File: src/rtl/paint_pkg.sv
// Shared definitions for the paint cursor controller: palette, FSM states, joystick centre.
// The CLEAR state exists only when PAINT_CLEAR_EN is defined.
package paint_pkg;

  localparam int JSTK_CENTER = 512;
  localparam int PAL_W       = 12;

  // 4R,4G,4B entries selected by the sw inputs
  localparam logic [PAL_W-1:0] PALETTE [8] = '{
    12'h000, 12'hF00, 12'h0F0, 12'h00F,
    12'hFF0, 12'h0FF, 12'hF0F, 12'hFFF
  };

`ifdef PAINT_CLEAR_EN
  typedef enum logic [1:0] {IDLE, PAINT, CLEAR} state_t;
`else
  typedef enum logic [1:0] {IDLE, PAINT} state_t;
`endif

endpackage

File: src/rtl/jstk_axis_step.sv
// Maps one 10-bit joystick sample to a signed cursor step in -2..2 with a dead zone.
module jstk_axis_step
  import paint_pkg::*;
#(
  parameter int DEAD = 64
) (
  input  logic        [9:0] sample,
  output logic signed [2:0] step
);

  logic signed [10:0] d;
  logic signed [10:0] mag;

  always_comb begin
    d    = $signed({1'b0, sample}) - $signed(11'(JSTK_CENTER));
    mag  = (d < 0) ? -d : d;
    step = 3'sd0;
    if (mag <= DEAD)          step = 3'sd0;
    else if (mag <= 4 * DEAD) step = (d < 0) ? -3'sd1 : 3'sd1;
    else                      step = (d < 0) ? -3'sd2 : 3'sd2;
  end

endmodule

File: src/rtl/paint_cursor_ctrl.sv
// Joystick-driven paint cursor with a valid/ready framebuffer write channel.
// Optional full-screen clear on a btn[2] rising edge when PAINT_CLEAR_EN is defined.
module paint_cursor_ctrl
  import paint_pkg::*;
#(
  parameter int FB_W    = 160,
  parameter int FB_H    = 120,
  parameter int COORD_W = 8,
  parameter int COLOR_W = 12,
  parameter int BRUSH   = 2,
  parameter int DEAD    = 64,
  localparam int ADDR_W = $clog2(FB_W * FB_H)
) (
  input  logic               clk,
  input  logic               clr,
  input  logic               move_tick,
  input  logic [9:0]         jstk_x,
  input  logic [9:0]         jstk_y,
  input  logic [2:0]         btn,
  input  logic [2:0]         sw,
  output logic [COORD_W-1:0] cur_x,
  output logic [COORD_W-1:0] cur_y,
  output logic               busy,
  output logic               wr_valid,
  input  logic               wr_ready,
  output logic [ADDR_W-1:0]  wr_addr,
  output logic [COLOR_W-1:0] wr_data
);

  localparam int X_MAX = FB_W - BRUSH;
  localparam int Y_MAX = FB_H - BRUSH;
  localparam logic [1:0]        BMAX      = 2'(BRUSH - 1);
  localparam logic [ADDR_W-1:0] LAST_ADDR = ADDR_W'(FB_W * FB_H - 1);

  state_t              state_q, state_d;
  logic signed [2:0]   step_x, step_y, neg_y;
  logic [COORD_W-1:0]  nx, ny;
  logic [1:0]          bi, bj, nbi, nbj;
  logic                last_cell, xfer, paint_req;
  logic [COLOR_W-1:0]  paint_data;

  function automatic logic [COORD_W-1:0] sat_move(input logic [COORD_W-1:0] c,
                                                  input logic signed [2:0] s,
                                                  input int hi);
    logic signed [COORD_W+1:0] t;
    t = $signed({2'b00, c}) + s;
    if (t < 0)       return '0;
    else if (t > hi) return COORD_W'(hi);
    else             return t[COORD_W-1:0];
  endfunction

  function automatic logic [ADDR_W-1:0] cell_addr(input logic [COORD_W-1:0] x,
                                                  input logic [COORD_W-1:0] y,
                                                  input logic [1:0] i,
                                                  input logic [1:0] j);
    return ADDR_W'((int'(y) + int'(j)) * FB_W + int'(x) + int'(i));
  endfunction

  jstk_axis_step #(.DEAD(DEAD)) u_step_x (.sample(jstk_x), .step(step_x));
  jstk_axis_step #(.DEAD(DEAD)) u_step_y (.sample(jstk_y), .step(step_y));

  // Joystick up means screen up, so the y step is inverted.
  assign neg_y = -step_y;
  assign nx    = sat_move(cur_x, step_x, X_MAX);
  assign ny    = sat_move(cur_y, neg_y, Y_MAX);
  assign busy  = (state_q != IDLE);

`ifdef PAINT_CLEAR_EN
  logic btn2_q;
  logic clear_req;
  assign clear_req = (state_q == IDLE) && btn[2] && !btn2_q;
`else
  logic unused_btn2;
  assign unused_btn2 = btn[2];
`endif

  always_comb begin
    xfer      = wr_valid && wr_ready;
    last_cell = (bi == BMAX) && (bj == BMAX);
    nbi       = (bi == BMAX) ? 2'd0 : bi + 2'd1;
    nbj       = (bi == BMAX) ? bj + 2'd1 : bj;
    paint_req = (state_q == IDLE) && move_tick && (btn[0] || btn[1]);
    state_d   = state_q;
    case (state_q)
      IDLE: begin
`ifdef PAINT_CLEAR_EN
        if (clear_req)      state_d = CLEAR;
        else if (paint_req) state_d = PAINT;
`else
        if (paint_req)      state_d = PAINT;
`endif
      end
      PAINT: if (xfer && last_cell) state_d = IDLE;
`ifdef PAINT_CLEAR_EN
      CLEAR: if (xfer && (wr_addr == LAST_ADDR)) state_d = IDLE;
`endif
      default: state_d = IDLE;
    endcase
  end

  always_ff @(posedge clk) begin
    if (clr) begin
      state_q    <= IDLE;
      cur_x      <= COORD_W'(X_MAX / 2);
      cur_y      <= COORD_W'(Y_MAX / 2);
      wr_valid   <= 1'b0;
      wr_addr    <= '0;
      wr_data    <= '0;
      bi         <= '0;
      bj         <= '0;
      paint_data <= '0;
`ifdef PAINT_CLEAR_EN
      btn2_q     <= 1'b0;
`endif
    end else begin
      state_q <= state_d;
`ifdef PAINT_CLEAR_EN
      btn2_q  <= btn[2];
`endif
      case (state_q)
        IDLE: begin
          bi <= '0;
          bj <= '0;
          if (move_tick) begin
            cur_x <= nx;
            cur_y <= ny;
          end
          if (paint_req) paint_data <= btn[1] ? '0 : COLOR_W'(PALETTE[sw]);
        end
        // First cycle in a state presents the first write; later cycles advance on transfer.
        PAINT: begin
          if (!wr_valid) begin
            wr_valid <= 1'b1;
            wr_addr  <= cell_addr(cur_x, cur_y, bi, bj);
            wr_data  <= paint_data;
          end else if (xfer) begin
            if (last_cell) begin
              wr_valid <= 1'b0;
            end else begin
              bi      <= nbi;
              bj      <= nbj;
              wr_addr <= cell_addr(cur_x, cur_y, nbi, nbj);
            end
          end
        end
`ifdef PAINT_CLEAR_EN
        CLEAR: begin
          if (!wr_valid) begin
            wr_valid <= 1'b1;
            wr_addr  <= '0;
            wr_data  <= '0;
          end else if (xfer) begin
            if (wr_addr == LAST_ADDR) wr_valid <= 1'b0;
            else                      wr_addr  <= wr_addr + ADDR_W'(1);
          end
        end
`endif
        default: wr_valid <= 1'b0;
      endcase
    end
  end

endmodule

File: config.mk
export PLATFORM = sky130hd
export DESIGN_NAME = paint_cursor_ctrl
export DESIGN_NICKNAME = d
export VERILOG_FILES = /design/src/rtl/paint_pkg.sv /design/src/rtl/jstk_axis_step.sv /design/src/rtl/paint_cursor_ctrl.sv
export SDC_FILE = /design/constraint.sdc
export NUM_CORES = 1
export LEC_CHECK = 0
export CORE_MARGIN = 3
export CORE_UTILIZATION = 52
export CTS_CLUSTER_DIAMETER = 50
export CTS_CLUSTER_SIZE = 10
export DETAILED_ROUTE_END_ITERATION = 10
export PLACE_DENSITY = 0.83
export SETUP_SLACK_MARGIN = 0.2
export SKIP_CTS_REPAIR_TIMING = 1
export SYNTH_ARGS = -nofsm -noshare
export SYNTH_HDL_FRONTEND = slang
export SYNTH_SLANG_ARGS = --single-unit
File: constraint.sdc
create_clock -name clk -period 6.3 [get_ports clk]
set_clock_uncertainty 0.05 [all_clocks]
set_input_delay 1.575 -clock clk [delete_from_list [all_inputs] [get_ports clk]]
set_output_delay 1.575 -clock clk [all_outputs]
set_load 0.03 [all_outputs]
PDN straps and rails:
Bar = 20 um. Pins as bars on the die edge.
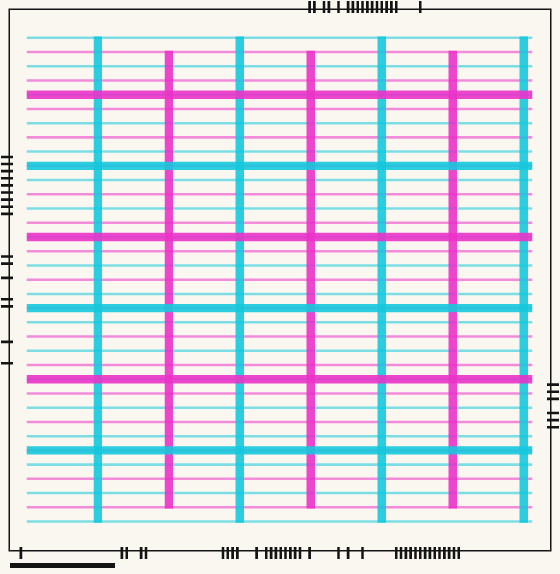
| color | net |
|---|---|
| magenta | VDD |
| cyan | VSS |
met4 straps: 7
signal pins: 75
met5 straps: 6
met1 rails: 35
vertical die dimension: 103.2 um
Peak supply drop: 0.1167 mV
DIE WIDTH: 103.2 um

The metal 2 layer:
Bar = 20 um.
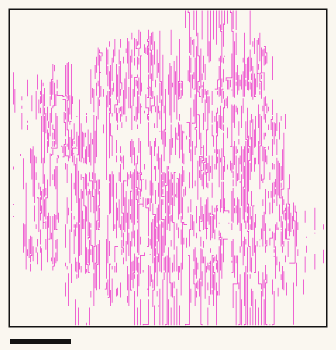
wire length on this layer: 6370 um
main direction: vertical
nets with wire on the layer: 695
share of all routed wire: 53%
longest straight run: 34.8 um

==> reports/notes.md <==
### Worst setup path
* 5.93 ns — crit path DAT
* 0.53 ns — biggest cell delay along the critical path

### Cells and area
* 796 — number of nets in the final layout

### Global route
* 20490 um — global-route wire length before repair
* 34 — largest net degree at the start of global routing

### Timing
* false — unrepaired setup endpoints after global routing
* 0.6890 ns — slew at the pin closest to its max-slew limit

### Floorplanning
* 75 — I/O pin cnt
* 8934 sq um — core area

### Synth
* dfxtp_1 — Most used DFF post-synth
* 640 — number of standard cells reported by yosys
* 0% — fraction of registers with async set/reset
* dfxtp_1, ha_1, xnor2_1, a21oi_1, nand2_1 — Synth area leaders
* 4916 sq um — synthesized chip area reported by yosys

### Placement
* 73 — number of port buffers
* 5665 sq um — Placed Area

### Route
* 4774 — Vias
* 197 — Starting DRT DRC Count

### Clock tree
* clkbuf_8 — Clk Tree Root Cell
* 43 — sink count of the clock tree
* 2 — H-tree depth

### Run status
* finished clean — result of the run

Wiring by layer:
Bar = 20 um. Two of the layers only.
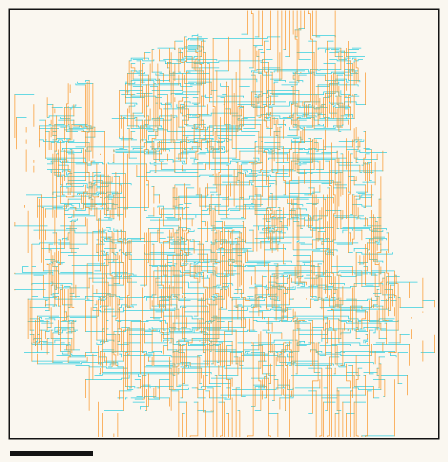
| color | layer | wire length |
|---|---|---|
| orange | M2 | 6370 um |
| cyan | M1 | 5110 um |

## power groups by stage
stage	Combinational, uW	Clock [uW]	Sequential, uW
final	739	226	332
after global routing	819	237	337
after CTS	735	225	332
after detailed placement	731	0	339
after global placement	700	0	337
after floorplan	502	0	376
## metal layers
layer	GRT usage [%]	routed length, um	vias to the layer above
met2	43.22	6369	94
met4	5.378	208	0
li1	-	-	2396
met5	0	0	-
met1	27.85	5111	2264
met3	2.616	347	20
## final cells by class
class                      count  area (sq um)
clock buffer                   5         68.82
clock inverter                 3         46.29
fill                         752          3137
timing repair buffer          75         745.7
inverter                      42         157.7
multi-input combinational    529          3782
sequential                    43         860.8
tap                          108         135.1
## worst reg2reg max path, stage by stage (launching register included)
cell and delay, ns:
dfxtp_1 0.44, inv_1 0.07, ha_1 0.27, o21ai_0 0.33, inv_1 0.11, fa_1 0.50
nor2_1 0.16, xor2_1 0.23, ha_1 0.29, ha_1 0.31, a21o_1 0.18, a21oi_1 0.26
o21bai_1 0.11, a21oi_1 0.23, xor2_1 0.31, nor3_1 0.10, xnor2_1 0.15, a221o_1 0.32
## worst paths after layout
check,cells after the start,slack (ns),endpoint,from
hold reg to reg,2,0.42,wr_addr[9],wr_addr[9]
hold / removal,2,0.42,wr_addr[9],wr_addr[9]
setup reg to reg,17,1.79,wr_addr[14],bj[1]
setup / recovery,22,0.55,cur_y[6],jstk_y[1]
## stage by stage
step                      power (uW)  util [%]  hold slack (ns)  std cells
after floorplan                878.7         -           0.3824        640
after global placement          1038     63.42           0.3889        797
after detailed placement        1070     63.42           0.4031        797
after CTS                       1293     64.71           0.4146        805
after global routing            1394     64.89           0.4356        805
final                           1297     64.89           0.4157        805
## registers in the layout (all words and copies together), names as in the netlist
name / count
paint_data: 3
cur_x: 8
bi: 2
bj: 2
wr_valid: 1
wr_addr: 15
state_q: 1
wr_data: 3
cur_y: 8
## logic make-up after synthesis
| logic type | count (synthesis) |
|---|---|
| muxes | 4 |
| xor gates and xnor gates | 66 |
| DFF | 43 |
| buffers and inverters | 68 |
| adders and majority gates | 71 |
| and+or+nand+nor | 208 |
| other | 1 |
| AOI/OAI and AO/OA | 179 |
## synthesized netlist by cell type (2+ instances only)
master	count
a211oi_1	8
a21o_1	12
a21oi_1	55
a221oi_1	4
a22oi_1	4
a2bb2oi_1	2
a311oi_1	2
a31oi_1	4
and2_1	4
and3_1	7
buf_4	9
clkbuf_1	17
dfxtp_1	43
fa_1	8
ha_1	62
inv_1	42
mux2i_1	4
nand2_1	68
nand2b_1	9
nand3_1	17
nand4_1	2
nor2_1	46
nor2b_1	5
nor3_1	20
nor3b_1	8
nor4_1	4
o211a_1	2
o211ai_1	10
o21a_1	8
o21ai_0	34
o21ba_2	2
o21bai_1	8
o22ai_1	2
o31a_1	4
o31ai_1	6
or2_2	4
or3_1	7
xnor2_1	41
xor2_1	24
No activity file was given, so power comes from the tool's default toggle rates.
